Fig. 1: met2 routing
Drawn at 4 px/um.
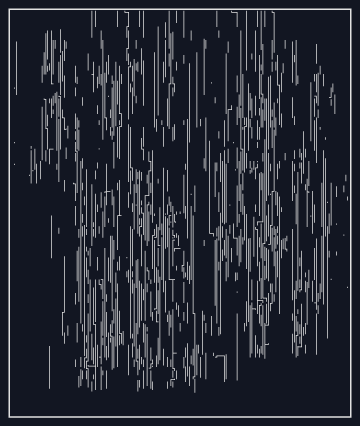
Fig. 2: I/O pins on the die edge
Drawn at 4 px/um. Pins as bars across the die edge, other pins in gray.
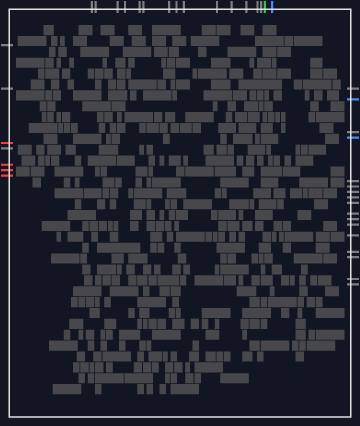
Fig. 3: signal wires by layer
Drawn at 3 px/um. Two of the layers only.
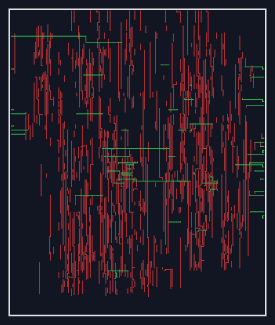
$ cat src/rtl/wash_phase_timer.sv
// wash_phase_timer: per-phase 0.1 s timer with limit flags and BCD digits.
// Optional countdown display: define WASH_TIMER_COUNTDOWN_EN.
//
// Ports:
//   clk, reset          clock, synchronous active-high reset
//   state_display[2:0]  washer state code from the control FSM
//   pause               freezes prescaler, counters and flags
//   wash/water/dewater/alarm  sticky limit flags (ST2..ST5)
//   phase_done          one-cycle pulse when the active phase hits limit
//   elapsed[CNT_W-1:0]  binary elapsed tenths in the current phase
//   seg3..seg0          min : 10 s : s : 0.1 s BCD digits
module wash_phase_timer #(
  parameter int TICK_DIV  = 5000000,
  parameter int CNT_W     = 13,
  parameter int WASH_T    = 6000,
  parameter int WATER_T   = 300,
  parameter int DEWATER_T = 3000,
  parameter int ALARM_T   = 100
) (
  input  logic             clk,
  input  logic             reset,
  input  logic [2:0]       state_display,
  input  logic             pause,
  output logic             wash,
  output logic             water,
  output logic             dewater,
  output logic             alarm,
  output logic             phase_done,
  output logic [CNT_W-1:0] elapsed,
  output logic [3:0]       seg3,
  output logic [3:0]       seg2,
  output logic [3:0]       seg1,
  output logic [3:0]       seg0
);

  typedef enum logic [2:0] {
    ST0 = 3'b001,
    ST1 = 3'b011,
    ST2 = 3'b111,
    ST3 = 3'b110,
    ST4 = 3'b100,
    ST5 = 3'b000
  } state_e;

  localparam int PW =
    (TICK_DIV > 1) ? $clog2(TICK_DIV) : 1;
  localparam logic [PW-1:0] PMAX =
    PW'(TICK_DIV - 1);

  localparam logic [CNT_W-1:0] LIM_WASH =
    CNT_W'(WASH_T);
  localparam logic [CNT_W-1:0] LIM_WATER =
    CNT_W'(WATER_T);
  localparam logic [CNT_W-1:0] LIM_DEWATER =
    CNT_W'(DEWATER_T);
  localparam logic [CNT_W-1:0] LIM_ALARM =
    CNT_W'(ALARM_T);

  logic [2:0]       prev_q, prev_d;
  logic [PW-1:0]    presc_q, presc_d;
  logic [CNT_W-1:0] elap_q, elap_d;
  logic [15:0]      dig_q, dig_d;
  logic [3:0]       flag_q, flag_d;
  logic             done_q, done_d;

  logic             change;
  logic             timed;
  logic             zero_st;
  logic [CNT_W-1:0] lim;
  logic [3:0]       fmask;
  logic             tick;
  logic [15:0]      dig_step;
  logic [15:0]      ent_bcd;

`ifdef WASH_TIMER_COUNTDOWN_EN
  function automatic logic [15:0] to_bcd(
    input int v
  );
    int r;
    r = v % 600;
    return {4'(v / 600), 4'(r / 100),
            4'((r % 100) / 10), 4'(v % 10)};
  endfunction

  localparam logic [15:0] BCD_WASH =
    to_bcd(WASH_T);
  localparam logic [15:0] BCD_WATER =
    to_bcd(WATER_T);
  localparam logic [15:0] BCD_DEWATER =
    to_bcd(DEWATER_T);
  localparam logic [15:0] BCD_ALARM =
    to_bcd(ALARM_T);

  // Mixed-radix borrow: 0.1 s and s roll 0->9,
  // 10 s rolls 0->5, minutes just decrement.
  function automatic logic [15:0] bcd_dec(
    input logic [15:0] d
  );
    logic [15:0] r;
    r = d;
    if (d[3:0] != 4'd0) begin
      r[3:0] = d[3:0] - 4'd1;
    end else begin
      r[3:0] = 4'd9;
      if (d[7:4] != 4'd0) begin
        r[7:4] = d[7:4] - 4'd1;
      end else begin
        r[7:4] = 4'd9;
        if (d[11:8] != 4'd0) begin
          r[11:8] = d[11:8] - 4'd1;
        end else begin
          r[11:8]  = 4'd5;
          r[15:12] = d[15:12] - 4'd1;
        end
      end
    end
    return r;
  endfunction

  always_comb begin
    ent_bcd = '0;
    unique case (state_display)
      ST2:     ent_bcd = BCD_WASH;
      ST3:     ent_bcd = BCD_WATER;
      ST4:     ent_bcd = BCD_DEWATER;
      ST5:     ent_bcd = BCD_ALARM;
      default: ent_bcd = '0;
    endcase
  end

  assign dig_step = bcd_dec(dig_q);
`else
  // Mixed-radix carry: 0.1 s and s wrap at 9,
  // 10 s wraps at 5, minutes wrap at 9.
  function automatic logic [15:0] bcd_inc(
    input logic [15:0] d
  );
    logic [15:0] r;
    r = d;
    if (d[3:0] != 4'd9) begin
      r[3:0] = d[3:0] + 4'd1;
    end else begin
      r[3:0] = 4'd0;
      if (d[7:4] != 4'd9) begin
        r[7:4] = d[7:4] + 4'd1;
      end else begin
        r[7:4] = 4'd0;
        if (d[11:8] != 4'd5) begin
          r[11:8] = d[11:8] + 4'd1;
        end else begin
          r[11:8] = 4'd0;
          if (d[15:12] != 4'd9)
            r[15:12] = d[15:12] + 4'd1;
          else
            r[15:12] = 4'd0;
        end
      end
    end
    return r;
  endfunction

  assign ent_bcd  = '0;
  assign dig_step = bcd_inc(dig_q);
`endif

  // Per-state limit and flag select.
  always_comb begin
    timed   = 1'b1;
    zero_st = 1'b0;
    lim     = '0;
    fmask   = 4'b0000;
    unique case (state_display)
      ST2: begin
        lim   = LIM_WASH;
        fmask = 4'b0001;
      end
      ST3: begin
        lim   = LIM_WATER;
        fmask = 4'b0010;
      end
      ST4: begin
        lim   = LIM_DEWATER;
        fmask = 4'b0100;
      end
      ST5: begin
        lim   = LIM_ALARM;
        fmask = 4'b1000;
      end
      ST0, ST1: begin
        timed   = 1'b0;
        zero_st = 1'b1;
      end
      default: timed = 1'b0;
    endcase
  end

  assign change = (state_display != prev_q);
  assign tick   = (presc_q == PMAX);

  always_comb begin
    prev_d  = state_display;
    presc_d = presc_q;
    elap_d  = elap_q;
    dig_d   = dig_q;
    flag_d  = flag_q;
    done_d  = 1'b0;
    if (change) begin
      presc_d = '0;
      elap_d  = '0;
      dig_d   = ent_bcd;
      flag_d  = '0;
    end else if (zero_st) begin
      presc_d = '0;
      elap_d  = '0;
      dig_d   = '0;
      flag_d  = '0;
    end else if (timed && !pause) begin
      if (elap_q < lim) begin
        if (tick) begin
          presc_d = '0;
          elap_d  = elap_q + 1'b1;
          dig_d   = dig_step;
        end else begin
          presc_d = presc_q + 1'b1;
        end
      end else if ((flag_q & fmask) == 4'b0) begin
        // Limit seen: raise flag and pulse once.
        flag_d = fmask;
        done_d = 1'b1;
      end
    end
  end

  always_ff @(posedge clk) begin
    if (reset) begin
      prev_q  <= ST0;
      presc_q <= '0;
      elap_q  <= '0;
      dig_q   <= '0;
      flag_q  <= '0;
      done_q  <= 1'b0;
    end else begin
      prev_q  <= prev_d;
      presc_q <= presc_d;
      elap_q  <= elap_d;
      dig_q   <= dig_d;
      flag_q  <= flag_d;
      done_q  <= done_d;
    end
  end

  assign wash       = flag_q[0];
  assign water      = flag_q[1];
  assign dewater    = flag_q[2];
  assign alarm      = flag_q[3];
  assign phase_done = done_q;
  assign elapsed    = elap_q;
  assign seg3       = dig_q[15:12];
  assign seg2       = dig_q[11:8];
  assign seg1       = dig_q[7:4];
  assign seg0       = dig_q[3:0];

endmodule

$ cat config.mk
export PLATFORM = sky130hd
export DESIGN_NAME = wash_phase_timer
export DESIGN_NICKNAME = d
export VERILOG_FILES = /design/src/rtl/wash_phase_timer.sv
export SDC_FILE = /design/constraint.sdc
export NUM_CORES = 1
export LEC_CHECK = 0
export ABC_CLOCK_PERIOD_IN_PS = 4500
export CAP_MARGIN = 10
export CORE_ASPECT_RATIO = 1.2
export CORE_UTILIZATION = 40
export DETAILED_ROUTE_END_ITERATION = 6
export SLEW_MARGIN = 20
export SYNTH_ARGS = -nofsm -noshare
export SYNTH_HDL_FRONTEND = slang
export SYNTH_SLANG_ARGS = --single-unit
$ cat constraint.sdc
create_clock -name clk -period 4.5 [get_ports clk]
set_input_delay 0.675 -clock clk [delete_from_list [all_inputs] [get_ports clk]]
set_output_delay 0.675 -clock clk [all_outputs]
set_load 0.01 [all_outputs]
==> impl_metrics.tcl <==
# yosys + openroad results
set metrics [dict create \
    met3_length_um 274 \
    cts_buffers 9 \
    fin_crit_ns 3.847 \
    first_iter_violations 133 \
    grt_start_max_net_pins 31 \
    top_cells_by_area "dfxtp_1 36%, a21oi_1 6.4%, ha_1 4.5%" \
    power.group.top "clock" \
    hold_violations 0 \
    slew_headroom 0.3276 \
    r2r-start "elapsed[3]$_SDFFE_PP0P_" \
    synthAdderAreaFrac 0.04542 \
    initCoreUtil 0.4217 \
    r2r-end "presc_q[21]$_SDFFE_PP0P_" \
    p_clk_frac 0.484 \
    drc_errors 0 \
    min_from "presc_q[1]$_SDFFE_PP0P_" \
    well_tap_count 92 \
    track_usage 0.2025 \
    root_buffer "clkbuf_8" \
    dp.cells 529 \
    p_clk_uw 546 \
    cp-startpoint "state_display[1]" \
    setup_tns_ns 0 \
    met2_length_mm 4.021 \
    htreeDepth 3 \
    p_total_uw 1129 \
    worstPathArrival_ns 4.12 \
    maxCapViolCount 0 \
    yosys_warnings 0 \
    path_delay_family "simple AND/OR/NAND/NOR gates" \
    fp.dieW_um 84.99 \
    avgViaCountPerCell 5.839 \
    ys_ff 60 \
    mostFrequentLayoutCell "dfxtp_1" \
    grt_use_met1 0.2540 \
    cts_hold_buf 0 \
    cellPowerDensity_nw_per_um2 282.3 \
    mostFrequentLayoutCells "60 x dfxtp_1, 42 x a21oi_1, 39 x clkdlybuf4s50_1" \
    ff_type "dfxtp_1" \
    synth.distinct_cells 47 \
    seq_cells 60 \
    dieArea_um2 8633 \
    crit_required_ns 4.77 \
    peakVddDrop_mv 0.1347 \
    num-clock-buffers 11 \
    ff2ff_path_depth 8 \
    combPwrFrac 0.044 \
    regMostFlops "presc_q" \
    finalWorstSetupSlack_ns 0.6525 \
    fmax_mhz 259.9 \
    period_used_share 0.8550 \
    rrSetupSlack_ns 1.64 \
    largest_register_ffs 23 \
    drive_gt1_frac 0.07506 \
    grtUsageMet2 0.3418 \
    fill_cells 784 \
    cp-endpoint "presc_q[21]$_SDFFE_PP0P_" \
    cts_setup_buffers 0 \
    num_antenna_cells 0 \
    place_area_um2 3784 \
    p_comb_uw 50.1 \
    ant_nets 0 \
    synth_dominant_cell_count "dfxtp_1" \
    cts_tree "yes" \
    synth.avg_cell_area_um2 8.043 \
    cp.depth 11 \
    dp_hpwl_mm 5.737 \
    regArea_um2 1201 \
    synth.cellmix.simpleShare 0.3316 \
    fin_util 0.5103 \
    cts_resized 0 \
    tightest_slew_ns 1.009 \
    top_usage_layer "met2" \
    num-nonclk-inverters 10 \
    comb.multi_input.count 321 \
    ys_sh_aoi 0.1575 \
    syn_inst 411 \
    drv_slew 0 \
    gp_congestion 0.8118 \
    min_path_type "reg -> reg" \
    rows 35 \
    synthTopCellsByCount "60 x dfxtp_1, 42 x a21oi_1, 31 x nand2_1" \
    p_int_uw 874.3 \
    io_buffer_count 39 \
    synthMuxAreaShare 0.02763 \
    synth.logic.top_family "simple AND/OR/NAND/NOR gates" \
    seqPwrFrac 0.472 \
    highest_layer "met4" \
    yosysSeqAreaShare 0.3634 \
    grt_pass1_wl_mm 13.93 \
    clock_path_buffers 2 \
    critical_path_class "in -> reg" \
    hold_ws_ns 0.4908 \
    nets 466 \
    grt-ovfl-total 0 \
    place_ws_ns 0.3895 \
    yosysTopAreaCell "dfxtp_1" \
    first_pass_iters 4 \
    synth-edff-count 0 \
    synth_area_um2 3306 \
    min_to "presc_q[1]$_SDFFE_PP0P_" \
    yosysTopAreaCellShare 0.3634 \
    synthArstFlopShare 0 \
    ios 40 \
    core_um2 7839 \
    crit_path_start_kind "input pin" \
    outcome "complete, no violations" \
    yosys_area_um2 3306 \
    comb-cell-share 0.4967 \
    finalSetupViolations 0 \
]
-- Fig. 1 (at the start) --
longest straight run: 40.5 um
nets with wire on the layer: 385
share of all routed wire: 48%
wire length on this layer: 4,020 um

-- Fig. 2 (at the start) --
[green] `wash` | pins: 1 | direction: output | edge: top
[blue] `state_display` | pins: 3 | direction: input | edge: 2 right, 1 top
[red] `seg0` | pins: 4 | direction: output | edge: left

-- Fig. 3 (at the start) --
[red] M2 | wire length: 4,020 um
[green] M3 | wire length: 275 um

